<file path="src/rtl/stage_writeback_pkg.sv">
// Shared constants for the writeback stage: opcode layout and FSM state encoding.
package stage_writeback_pkg;

  // One-hot opcode vector; bits not named here carry pointer/loop ops.
  localparam int unsigned OPCODE_MSB = 7;
  localparam int unsigned OP_INC     = 0;
  localparam int unsigned OP_DEC     = 1;
  localparam int unsigned OP_OUT     = 4;
  localparam int unsigned OP_IN      = 5;

  typedef enum logic [1:0] {
    WB_IDLE   = 2'd0,
    WB_MEM_WR = 2'd1,
    WB_PORT   = 2'd2,
    WB_ACK    = 2'd3
  } wb_state_e;

endpackage

</file>
<file path="src/rtl/stage_writeback_if.sv">
// Writeback stage bus: upstream drdy/ack handshake, memory write port, output port.
interface stage_writeback_if #(
  parameter int unsigned D_WIDTH = 8,
  parameter int unsigned A_WIDTH = 16
) ();
  import stage_writeback_pkg::*;

  logic [OPCODE_MSB:0] operation_in;
  logic [D_WIDTH-1:0]  a_in;
  logic [A_WIDTH-1:0]  addr_in;
  logic                drdy_in;
  logic                ack;

  logic                mem_we;
  logic [A_WIDTH-1:0]  mem_addr;
  logic [D_WIDTH-1:0]  mem_wdata;
  logic                mem_ack;

  logic [D_WIDTH-1:0]  out_data;
  logic                out_valid;
  logic                out_ready;

  // Environment side: upstream stage, data memory and output sink.
  modport master (
    output operation_in, a_in, addr_in, drdy_in, mem_ack, out_ready,
    input  ack, mem_we, mem_addr, mem_wdata, out_data, out_valid
  );

  // Writeback stage side.
  modport slave (
    input  operation_in, a_in, addr_in, drdy_in, mem_ack, out_ready,
    output ack, mem_we, mem_addr, mem_wdata, out_data, out_valid
  );

endinterface

</file>
<file path="src/rtl/stage_writeback.sv">
// Final pipeline stage: retires each transaction as a memory write (INC/DEC/IN),
// an output-port byte (OUT) or a plain ack, stalling while memory/port are busy.
// Optional macro WRITEBACK_FWD_EN adds fwd_valid/fwd_addr/fwd_data, a copy of the
// last completed memory write for the read stage to bypass.
module stage_writeback
  import stage_writeback_pkg::*;
#(
  parameter int unsigned D_WIDTH = 8,
  parameter int unsigned A_WIDTH = 16
) (
  input  logic               clk,
  input  logic               reset,
  stage_writeback_if.slave   bus
`ifdef WRITEBACK_FWD_EN
  ,
  output logic               fwd_valid,
  output logic [A_WIDTH-1:0] fwd_addr,
  output logic [D_WIDTH-1:0] fwd_data
`endif
);

  wb_state_e          state_q, state_d;
  logic               ack_q, ack_d;
  logic               mem_we_q, mem_we_d;
  logic [A_WIDTH-1:0] mem_addr_q, mem_addr_d;
  logic [D_WIDTH-1:0] mem_wdata_q, mem_wdata_d;
  logic               out_valid_q, out_valid_d;
  logic [D_WIDTH-1:0] out_data_q, out_data_d;

  logic op_mem_c;
  logic op_port_c;
  logic unused_op_bits;

  // Opcode classes; any memory-writing opcode outranks OUT.
  assign op_mem_c       = bus.operation_in[OP_INC] | bus.operation_in[OP_DEC] | bus.operation_in[OP_IN];
  assign op_port_c      = bus.operation_in[OP_OUT];
  assign unused_op_bits = ^bus.operation_in;

  // Next-state and next-output decode.
  always_comb begin
    state_d     = state_q;
    ack_d       = 1'b0;
    mem_we_d    = mem_we_q;
    mem_addr_d  = mem_addr_q;
    mem_wdata_d = mem_wdata_q;
    out_valid_d = out_valid_q;
    out_data_d  = out_data_q;
    case (state_q)
      WB_IDLE: begin
        if (bus.drdy_in) begin
          if (op_mem_c) begin
            state_d     = WB_MEM_WR;
            mem_we_d    = 1'b1;
            mem_addr_d  = bus.addr_in;
            mem_wdata_d = bus.a_in;
          end else if (op_port_c) begin
            state_d     = WB_PORT;
            out_valid_d = 1'b1;
            out_data_d  = bus.a_in;
          end else begin
            state_d = WB_ACK;
            ack_d   = 1'b1;
          end
        end
      end
      WB_MEM_WR: begin
        if (bus.mem_ack) begin
          state_d  = WB_ACK;
          mem_we_d = 1'b0;
          ack_d    = 1'b1;
        end
      end
      WB_PORT: begin
        if (bus.out_ready) begin
          state_d     = WB_PORT == WB_PORT ? WB_ACK : WB_ACK;
          out_valid_d = 1'b0;
          ack_d       = 1'b1;
        end
      end
      WB_ACK: begin
        state_d = WB_IDLE;
      end
      default: begin
        state_d = WB_IDLE;
      end
    endcase
  end

  // State and registered outputs.
  always_ff @(posedge clk or posedge reset) begin
    if (reset) begin
      state_q     <= WB_IDLE;
      ack_q       <= 1'b0;
      mem_we_q    <= 1'b0;
      mem_addr_q  <= '0;
      mem_wdata_q <= '0;
      out_valid_q <= 1'b0;
      out_data_q  <= '0;
    end else begin
      state_q     <= state_d;
      ack_q       <= ack_d;
      mem_we_q    <= mem_we_d;
      mem_addr_q  <= mem_addr_d;
      mem_wdata_q <= mem_wdata_d;
      out_valid_q <= out_valid_d;
      out_data_q  <= out_data_d;
    end
  end

  assign bus.ack       = ack_q;
  assign bus.mem_we    = mem_we_q;
  assign bus.mem_addr  = mem_addr_q;
  assign bus.mem_wdata = mem_wdata_q;
  assign bus.out_valid = out_valid_q;
  assign bus.out_data  = out_data_q;

`ifdef WRITEBACK_FWD_EN
  // Capture each completed memory write for read-stage bypass.
  always_ff @(posedge clk or posedge reset) begin
    if (reset) begin
      fwd_valid <= 1'b0;
      fwd_addr  <= '0;
      fwd_data  <= '0;
    end else if (state_q == WB_MEM_WR && bus.mem_ack) begin
      fwd_valid <= 1'b1;
      fwd_addr  <= mem_addr_q;
      fwd_data  <= mem_wdata_q;
    end
  end
`endif

endmodule
</file>
<file path="src/flat_wrapper.sv">
// flat-port wrapper written by rule: the top's interface ports become plain ports
module stage_writeback_flat import stage_writeback_pkg::*;
#(
  parameter int unsigned D_WIDTH = 8,
  parameter int unsigned A_WIDTH = 16
)
  (clk, reset, bus_operation_in, bus_a_in, bus_addr_in, bus_drdy_in, bus_mem_ack, bus_out_ready, bus_ack, bus_mem_we, bus_mem_addr, bus_mem_wdata, bus_out_data, bus_out_valid);
  stage_writeback_if #(.D_WIDTH(D_WIDTH), .A_WIDTH(A_WIDTH)) bus_i ();
  input  logic clk;
  input  logic reset;
  input wire logic [$bits(bus_i.operation_in)-1:0] bus_operation_in;
  input wire logic [$bits(bus_i.a_in)-1:0] bus_a_in;
  input wire logic [$bits(bus_i.addr_in)-1:0] bus_addr_in;
  input wire logic [$bits(bus_i.drdy_in)-1:0] bus_drdy_in;
  input wire logic [$bits(bus_i.mem_ack)-1:0] bus_mem_ack;
  input wire logic [$bits(bus_i.out_ready)-1:0] bus_out_ready;
  output wire logic [$bits(bus_i.ack)-1:0] bus_ack;
  output wire logic [$bits(bus_i.mem_we)-1:0] bus_mem_we;
  output wire logic [$bits(bus_i.mem_addr)-1:0] bus_mem_addr;
  output wire logic [$bits(bus_i.mem_wdata)-1:0] bus_mem_wdata;
  output wire logic [$bits(bus_i.out_data)-1:0] bus_out_data;
  output wire logic [$bits(bus_i.out_valid)-1:0] bus_out_valid;
  assign bus_i.operation_in = bus_operation_in;
  assign bus_i.a_in = bus_a_in;
  assign bus_i.addr_in = bus_addr_in;
  assign bus_i.drdy_in = bus_drdy_in;
  assign bus_i.mem_ack = bus_mem_ack;
  assign bus_i.out_ready = bus_out_ready;
  assign bus_ack = bus_i.ack;
  assign bus_mem_we = bus_i.mem_we;
  assign bus_mem_addr = bus_i.mem_addr;
  assign bus_mem_wdata = bus_i.mem_wdata;
  assign bus_out_data = bus_i.out_data;
  assign bus_out_valid = bus_i.out_valid;
  stage_writeback #(.D_WIDTH(D_WIDTH), .A_WIDTH(A_WIDTH)) u_core (.clk(clk), .reset(reset), .bus(bus_i));
endmodule
</file>
<file path="config.mk">
export PLATFORM = sky130hd
export DESIGN_NAME = stage_writeback_flat
export DESIGN_NICKNAME = d
export VERILOG_FILES = /design/src/rtl/stage_writeback_pkg.sv /design/src/rtl/stage_writeback_if.sv /design/src/rtl/stage_writeback.sv /design/src/flat_wrapper.sv
export SDC_FILE = /design/constraint.sdc
export NUM_CORES = 1
export LEC_CHECK = 0
export ABC_CLOCK_PERIOD_IN_PS = 5000
export CORE_MARGIN = 3
export CORE_UTILIZATION = 45
export DETAILED_ROUTE_END_ITERATION = 7
export PLACE_DENSITY = 0.94
export SYNTH_ARGS = -nofsm -noshare
export SYNTH_HDL_FRONTEND = slang
export SYNTH_SLANG_ARGS = --single-unit
export TNS_END_PERCENT = 20
</file>
<file path="constraint.sdc">
create_clock -name clk -period 5 [get_ports clk]
set_input_delay 0.75 -clock clk [delete_from_list [all_inputs] [get_ports clk]]
set_output_delay 0.75 -clock clk [all_outputs]
set_load 0.02 [all_outputs]
</file>
==> run_1/layer_met1.png <==
Supply wires on this layer in gray.
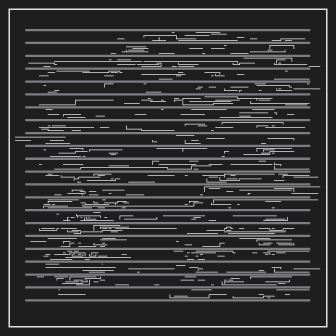
share of all routed wire	39%
main direction	horizontal

==> run_1/layer_met2.png <==
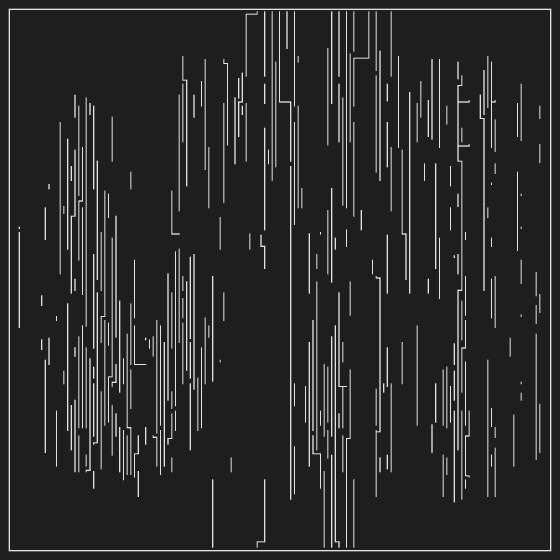
nets with wire on the layer	202
wire length on this layer	1990 um

==> run_1/layer_met3.png <==
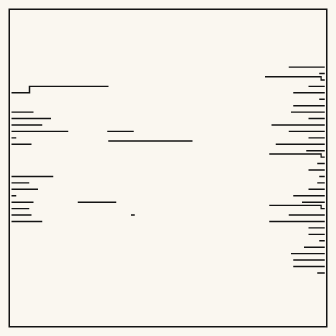
nets with wire on the layer	50
wire length on this layer	302 um
share of all routed wire	8.0%
main direction	horizontal
longest straight run	17.5 um

==> notes.md, run 1 <==
Summary of implementation figures.

Status
The flow ran to the end, and the final reports show no timing, DRC or antenna violations.

Placement
The count of input and output buffers is roughly 67.

Hold path
The endpoint of the worst hold path is reported as u_core.bus.mem_wdata[4]. The type of the worst min-delay path is reg -> reg.

GRT
The largest net degree at the start of global routing is 38. The number of global-route vias before repair was 1255. The met3 usage is 0.04216. The global-route wire length before repair is 5.989 mm.

Worst setup path
On the critical path, the stage with the largest delay is an instance of or3_4. The maximum net fanout on the critical path is 24. The timing report attributes the biggest portion of critical-path delay to simple AND/OR/NAND/NOR gates.

For reference, the critical path cell chain is clkdlybuf4s50_1, or3_4, nand3_4, mux2_2. The worst-case reg-to-reg setup slack stands at about 3000 ps.

Clock tree
The clock network latency to the later pin of the worst-skew pair is about 280 ps. According to the CTS report, the clock sink count is 37.

STA
In the final report, the number of hold violations comes to 0. The final number of setup-violating endpoints is 0. The final period demand of the worst path is 2244 ps.

Yosys
The average instance area after synthesis is 15.55 um^2. The number of nets in the synthesized netlist is 148. The synthesis area per yosys is 1664 um^2.

Floorplanning
The full die area is about 4500 um^2. In the floorplan report the effective utilization is 0.4835. The die span in x is roughly 67 um.

Power
The clock distribution power is about 190 uW. The proportion of power drawn by combinational gates is 0.535. The leakage dissipation is between 0.001 and 0.0015 uW. The report lists the power per cell area as about 640 nW/um^2.

Detailed routing
The total routed wire length on the met1 layer is between 1 and 1.5 mm. The first-pass iteration count of the detailed router is 4. The top layer used by detailed routing is met4. The DRC violation total after the first TritonRoute iteration is 33. The routed layout has roughly 1100 vias.

Layout
The sequential share of cell area is 0.3807. The area occupied by registers is between 900 and 1000 um^2. The most common logic cell in the final layout is clkdlybuf4s50_1. The area of all placed cells without fillers is between 2000 and 2500 um^2.

The share of cells above drive strength 1 is 0.2458.

Flow run
The report counts max-capacitance violations totalling 0.
-- run 1: cell usage after synthesis (all sizes together) --
| cell type | instances | area [um^2] |
|---|---|---|
| mux2i | 2 | 20.02 |
| a21oi | 1 | 5.000 |
| buf | 3 | 45.04 |
| o31ai | 1 | 7.510 |
| nand2 | 4 | 15.01 |
| mux2 | 33 | 446.7 |
| nor2 | 2 | 15.01 |
| a211o | 1 | 8.760 |
| dfrtp | 37 | 925.9 |
| nor4b | 1 | 8.760 |
| nand4b | 1 | 8.760 |
| nand3 | 2 | 22.52 |
| and4 | 1 | 8.760 |
| clkbuf | 1 | 5.000 |
| or3 | 1 | 11.26 |
| a31oi | 3 | 18.77 |
| ha | 4 | 50.05 |
| inv | 7 | 26.28 |
| nor3 | 1 | 5.000 |
| a222oi | 1 | 10.01 |
-- run 1: registers in the layout, indices dropped and copies added (netlist names) --
signal / cells
u_core.bus.mem_addr: 16
u_core.bus.ack: 1
u_core.bus.out_valid: 1
u_core.bus.mem_we: 1
u_core.state_q: 2
u_core.bus.out_data: 8
u_core.bus.mem_wdata: 8
-- run 1: through the flow --
step / cells / power, uW / worst slack, ps
2_1_floorplan: 107 / 1005 / 3127
3_3_place_gp: 217 / 1321 / 2503
3_5_place_dp: 217 / 1361 / 2463
4_1_cts: 225 / 1562 / 2757
5_1_grt: 225 / 1637 / 2709
6_report: 225 / 1549 / 2756
-- run 1: kinds of logic after synthesis --
kind of cell,share of synthesized area
flip-flops,0.5564
buffers and inverters,0.04586
AND/OR/NAND/NOR,0.05714
multiplexers,0.2805
AND-OR/OR-AND,0.03008
adder cells (fa/ha/maj),0.03008
==> run_1/metal_density.png <==
The bar under the picture is 20 um long. 13 x 13 tiles, from dark purple (low) to yellow (high), scaled to the fullest tile. Values are wire area over tile area, all layers added.
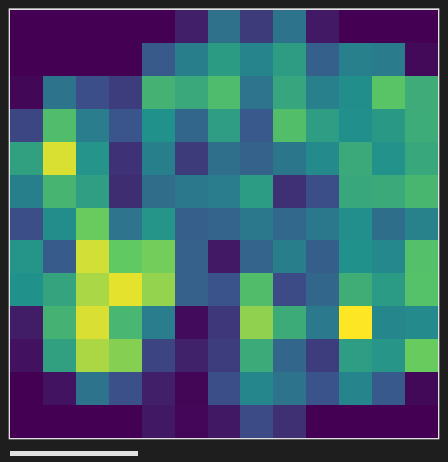

## Run 2: what changed since run 1
Settings changed: ABC_CLOCK_PERIOD_IN_PS 5000 to 1800, CORE_UTILIZATION 45 to 38, PLACE_DENSITY 0.94 to 0.85.
Clock period 5 ns to 1.8 ns, I/O delays scaled along.
==> run_2/metal_density.png <==
The bar under the picture is 20 um long. 14 x 14 tiles, from dark purple (low) to yellow (high), scaled to the fullest tile. Values are wire area over tile area, all layers added.
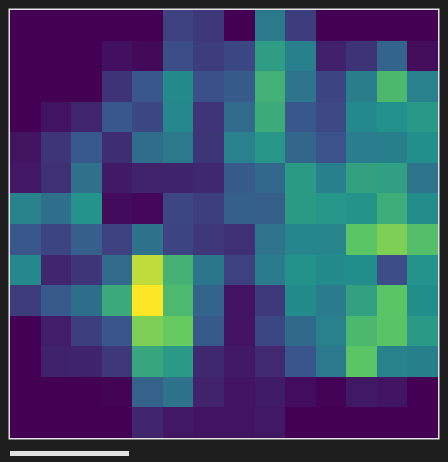
nearly empty tiles	18%
fullest tile	0.45
densest ninth of the die	east
tiles over half the peak	18%
mean over tiles	0.12

==> run 2 against run 1 <==
Core utilization down 8.7 points. Global-route usage down 1.3 points. Sequential power rose to 2.8 times the previous value. Flip-flop count unchanged. Hold slack worse by 86 ps. Die area up 17%. Critical path type is now reg -> reg. Largest cell class unchanged. Highest routed layer unchanged.
==> notes.md, run 2 <==
Summary of implementation figures.

Status
The flow ran to the end, and the final reports show no timing, DRC or antenna violations.

Power
The power spent charging and discharging nets is about 1500 uW. The clock distribution power is 613 uW. In the power breakdown, the internal column shows 2936 uW.

The proportion of power drawn by combinational gates is 0.534. The total power consumption of the routed design is between 4000 and 5000 uW. The leakage dissipation is between 0.001 and 0.0015 uW. The share of total power dissipated in the clock network is 0.137.

The total power density per cell area is 1758 nW/um^2.

Yosys
The most repeated cell in the gate-level netlist after synthesis is dfrtp_1. The cell type that accounts for the most area after synthesis is dfrtp_1. The stat command in Yosys gives a chip area of roughly 1700 um^2. The dominant synthesized flop cell is dfrtp_1.

By count the netlist is led by dfrtp_1 (37), mux2_4 (20), mux2_2 (13), inv_1 (7). Yosys reported that registers with async set or reset make up 1.000. The main area contributors are dfrtp_1 (56%), mux2_4 (18%), mux2_2 (8.8%), ha_1 (3.0%), buf_12 (2.4%). The net count after synthesis is between 100 and 150. The synthesized netlist occupies a cell area of approximately 1700 um^2.

The number of standard cells after synthesis is between 100 and 150. The number of flip-flops and latches in the synthesized netlist is 37. The portion of synthesized cell area occupied by the leading cell type is 0.5564.

The number of synthesized flops with an enable pin is 0. The number of distinct library cells after synthesis is 24. A synthesized cell averages 15.55 um^2. For this run, the number of Yosys warnings is 0.

Layout
Leaving out fill and tap cells, the most frequent cells in the layout are clkdlybuf4s50_1 (67), dfrtp_1 (37), mux2_4 (20). The area of all placed cells without fillers is between 2000 and 3000 um^2. The post-layout instance count excluding filler cells is roughly 240.

The share of cells above drive strength 1 is 0.2872. The most used logic cell in the final layout is clkdlybuf4s50_1. The number of diodes added for antenna fixing is 0. The number of flip-flops in the largest register is 16.

Placement
In this run, placement finished with an instance count of 230. The pre-CTS setup slack is -117.5 ps. The count of input and output buffers is approximately 67.

GRT
The first global-routing pass estimated roughly 6.7 mm of wire. For this run, the total global-route usage over all layers was measured as 0.1675. Entering global routing, the biggest net connects 38 pins. The number of global-route vias before repair is roughly 1300.

STA
The final max-slew violation count recorded for this run is 0. The worst path in the final design needs a cycle of ~1700 ps, including I/O delays and setup. The final number of setup-violating endpoints is 0. The final hold violation count recorded for this run is 0.

The worst setup slack after layout is 76.04 ps. The relative slew slack is 0.6966. Setup repair after global routing left no endpoint under its margin. In the final timing run, aggregate negative setup slack is 0 ps.

Detailed routing
The number of vias per cell after detailed routing is approximately 4.9. The residual DRC count is 0. The total number of vias is 1165. The routed wirelength normalized by instance count is roughly 17 um. The first-pass iteration count of the detailed router is 4. The violation tally recorded at the end of detailed-routing iteration 0 is ~70.

Clock tree
The clock sink total is 37. The number of gates resized after CTS is 0. The longest clock path from root to sink contains 2 buffers. The number of hold-repair buffers added at the cts stage is 0. The skew report gives the latency at the later pin of the worst-skew pair as 270 ps.

Worst setup path
The worst setup path is launched from a register. In this run the register-to-register setup slack is approximately 76 ps. Per the timing report, the biggest fanout along the worst path comes to 8.

Flow run
Summing over the stages, the warning tally comes to 33. The count of maximum capacitance violations is 0.

Floorplanning
The number of primary I/O pins is between 70 and 80. The full die area is 5209 um^2. Measured along the x axis, the die boundary spans around 72 um. The floorplan core density is 0.4044.

Hold path
The type of the worst min-delay path is in -> async.
==> run 2: kinds of logic (layout without fill, tap and decap cells) <==
logic type / count (synthesis) / after routing / synth area share
compound gates: 7 / 7 / 0.03008
flops: 37 / 37 / 0.5564
simple gates: 13 / 13 / 0.05714
fa+ha+maj: 4 / 4 / 0.03008
mux: 35 / 35 / 0.2805
buf+inv: 11 / 92 / 0.04586
==> run 2: final timing paths <==
kind	from	end	depth (start not counted)
min in group clk	u_core.bus.out_data[4]	u_core.bus.out_data[4]	1
min	reset	u_core.bus.mem_addr[2]	3
max reg2reg	u_core.state_q[1]	u_core.bus.out_data[5]	5
min reg2reg	u_core.bus.out_data[4]	u_core.bus.out_data[4]	1
max in group asynchronous	reset	u_core.bus.mem_wdata[0]	3
max	u_core.state_q[1]	u_core.bus.out_data[5]	5
==> run 2: layout make-up <==
type / instances / area, um^2
Clock buffer: 7 / 96.34
Timing Repair Buffer: 77 / 770.7
Multi-Input combinational cell: 59 / 661.9
Sequential cell: 37 / 925.9
Inverter: 7 / 26.28
Clock inverter: 1 / 5.005
Fill cell: 310 / 1567
Tap cell: 50 / 62.56
==> run 2: worst max-delay path, stage by stage (launching register included) <==
cell,delay (ps)
dfrtp_1,420
inv_1,130
ha_1,280
nand3_1,150
nor2_4,260
mux2_2,370
==> run 2: per-layer routing <==
| metal | wire [um] | vias up | GRT usage |
|---|---|---|---|
| met5 | 0 | - | 0 |
| met4 | 23 | 0 | 0.05010 |
| met1 | 1521 | 566 | 0.1839 |
| met2 | 2063 | 56 | 0.3003 |
| li1 | - | 541 | - |
| met3 | 374 | 2 | 0.06094 |
==> run_2/layer_met2.png <==
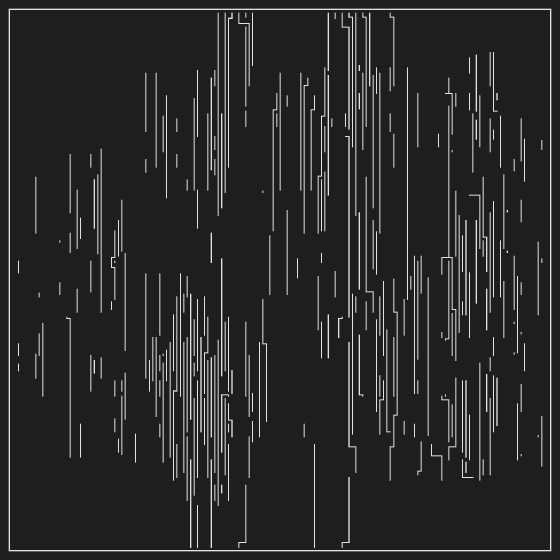

## Run 3: what changed since run 2
Settings changed: ABC_AREA set to 1, CORE_UTILIZATION 38 to 29, GPL_ROUTABILITY_DRIVEN set to 0, PLACE_DENSITY 0.85 to 0.68.
==> run_3/layer_met2.png <==
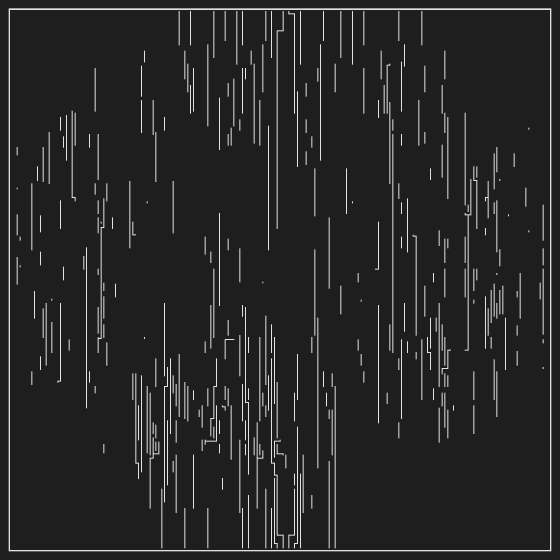
longest straight run	34.7 um
wire length on this layer	1830 um
share of all routed wire	48%
nets with wire on the layer	241
main direction	vertical

==> run 3 against run 2 <==
Sequential power barely moved. Count of clock-buffer cells in the layout rose by 1. Synthesized cell count rose by 82%. Worst setup slack improved by 140 ps. Sequential share of layout area fell by 1.8 points. Maximum frequency rose by 8.7%. Wire length fell by 5.4%.
==> notes.md, run 3 <==
Summary of implementation figures.

Status
The flow ran to the end, and the final reports show no timing, DRC or antenna violations.

Yosys
The cell-mix breakdown from Yosys lists the XOR/XNOR area share as 0. The main area contributors are dfrtp_1 (50%), nand2_1 (11%), o21ai_2 (9.4%), inv_1 (7.3%), nand2_4 (6.7%). The synthesis area per yosys is between 1500 and 2000 um^2.

The portion of synthesized cell area occupied by the leading cell type is 0.4993. The synthesis log from Yosys contains 0 warnings. The adder and majority gate portion of the synthesized area is 0.02699.

The number of synthesized flops with an enable pin is 0. The number of standard cells after synthesis is just under 200. The dominant synthesized flop cell is dfrtp_1. The synthesis report gives the async set-or-reset register share as 1.000. The net count after synthesis is roughly 240.

The largest total area in the synthesized netlist belongs to dfrtp_1. Dividing the synthesized area by the synthesized cell count gives between 9 and 10 um^2. The number of flip-flops and latches in the synthesized netlist is 37. By count the netlist is led by nand2_1 (52), dfrtp_1 (37), inv_1 (36), o21ai_2 (20), nand2_4 (11). For reference, the top logic cell family by area is simple AND/OR/NAND/NOR gates. The number of distinct library cells after synthesis is 21. Measured against the total synthesized area, the mux share comes to 0.

Hold path
The tightest min-delay check is of the in -> async type.

Power
The total power consumption of the routed design is approximately 4400 uW. The leakage dissipation is ~0.0013 uW. The total power density per cell area is roughly 1600 nW/um^2.

STA
Setup repair after global routing left no endpoint under its margin. The final number of setup-violating endpoints is 0. The final hold violation count recorded for this run is 0.

The final period demand of the worst path is between 1500 and 2000 ps. The max-slew violation count is 0. The worst pin sits at a relative slew slack of 0.6950.

Layout
The layout report lists the multi-input gate area as about 720 um^2. The top cell types in the final layout, fill and taps aside, are clkdlybuf4s50_1 (67), nand2_1 (52), dfrtp_1 (37). The number of flip-flops in the largest register is 16.

The finished cells cover about 2700 um^2. The area occupied by registers is between 900 and 1000 um^2. The total of fill cells in the finished design is 593. The share of cells above drive strength 1 is 0.1903. The most used logic cell in the final layout is clkdlybuf4s50_1.

0 antenna diodes ended up in the layout.

Clock tree
The number of hold-repair buffers added at the cts stage is 0. The number of buffers between clock root and the deepest sink is 2. The later pin in the worst-skew pair is clocked with a latency of 280 ps.

Detailed routing
The detailed router reports a met2 wire length of ~1.8 mm. In the detailed route, the total length drawn on met3 is approximately 260 um. The routed wirelength normalized by instance count is about 11 um. Before antenna repair, the detailed router went through 4 iterations.

The residual DRC count is 0. The detailed router placed 1433 vias in this run. The DRC violation total after the first TritonRoute iteration is roughly 48. The highest metal layer carrying signal wires in the routed design is met4. The total routed wire length on the met1 layer is ~1.6 mm.

Worst setup path
The worst setup path is launched from a register. The nature of the critical path endpoint is a register. Per the timing report, the most critical flop-to-flop path originates at u_core.state_q[1]. Max fanout on the critical path was recorded as 8.

In this run the critical register-to-register path is captured at u_core.bus.out_data[0].

GRT
The routing usage on met2 is 0.1794. The largest net degree at the start of global routing is 37. The global-route wire length before repair is approximately 6.3 mm. The total global routing track utilization is 0.1073.

The met1 demand-to-capacity share in global routing is 0.1252. The number of global-route vias before repair is roughly 1400. After global routing, the most crowded layer is met2. On met3, the global router reports a usage of 0.03746.

Placement
During placement, the flow inserted port buffers numbering between 60 and 70.

Floorplanning
Measured along the x axis, the die boundary spans around 86 um.

Flow run
Across the run, the number of max-cap violations was 0. The number of logged tool warnings is 33.
## run 3: netlist changes by cell type after synthesis, sizes merged, moves of 2 or more
cell | before | now
inv | 7 | 37
nand3 | 2 | 5
a31oi | 3 | 0
nor2 | 2 | 7
mux2 | 33 | 0
mux2i | 2 | 0
nand2 | 4 | 69
o21ai | 0 | 27
buf | 3 | 6
## run 3: layout make-up
type | count | area share
Tap cell | 75 | 0.03500
Clock buffer | 8 | 0.02986
Multi-Input combinational cell | 115 | 0.2674
Sequential cell | 37 | 0.3453
Timing Repair Buffer | 71 | 0.2706
Inverter | 37 | 0.05180
## run 3: how the worst max path moves through the flow
stage                            startpoint                       to  cells past startpoint
after floorplan           u_core.state_q[0]  u_core.bus.mem_addr[10]                      8
after global placement    u_core.state_q[1]   u_core.bus.out_data[7]                      7
after detailed placement  u_core.state_q[1]   u_core.bus.out_data[0]                      7
after CTS                 u_core.state_q[1]   u_core.bus.out_data[0]                      7
after global routing      u_core.state_q[1]   u_core.bus.out_data[1]                      7
final                     u_core.state_q[1]   u_core.bus.out_data[0]                      7
## run 3: worst max-delay path, cell delays in order (launching register included)
cell and delay, ps:
dfrtp_1 410, inv_1 110, ha_1 370, nand3_2 200, nor2_4 160, buf_4 160, nand2_1 50, nand2_1 60
## run 3: per-stage QoR
step | setup slack (ps) | std cells | hold slack (ps)
2_1_floorplan | 464.7 | 195 | 386.7
3_3_place_gp | 254.8 | 335 | 422.2
3_5_place_dp | 211.7 | 335 | 425.1
4_1_cts | 185.5 | 343 | 111.4
5_1_grt | 74.64 | 343 | 109.5
6_report | 213.8 | 343 | 127.4
## run 3: report_power, final
group | switching, uW | internal (uW)
Sequential | 270 | 1230
Combinational | 1250 | 1140
Clock | 269 | 275
Power figures rest on the tool's default switching activity, not on a simulated workload.
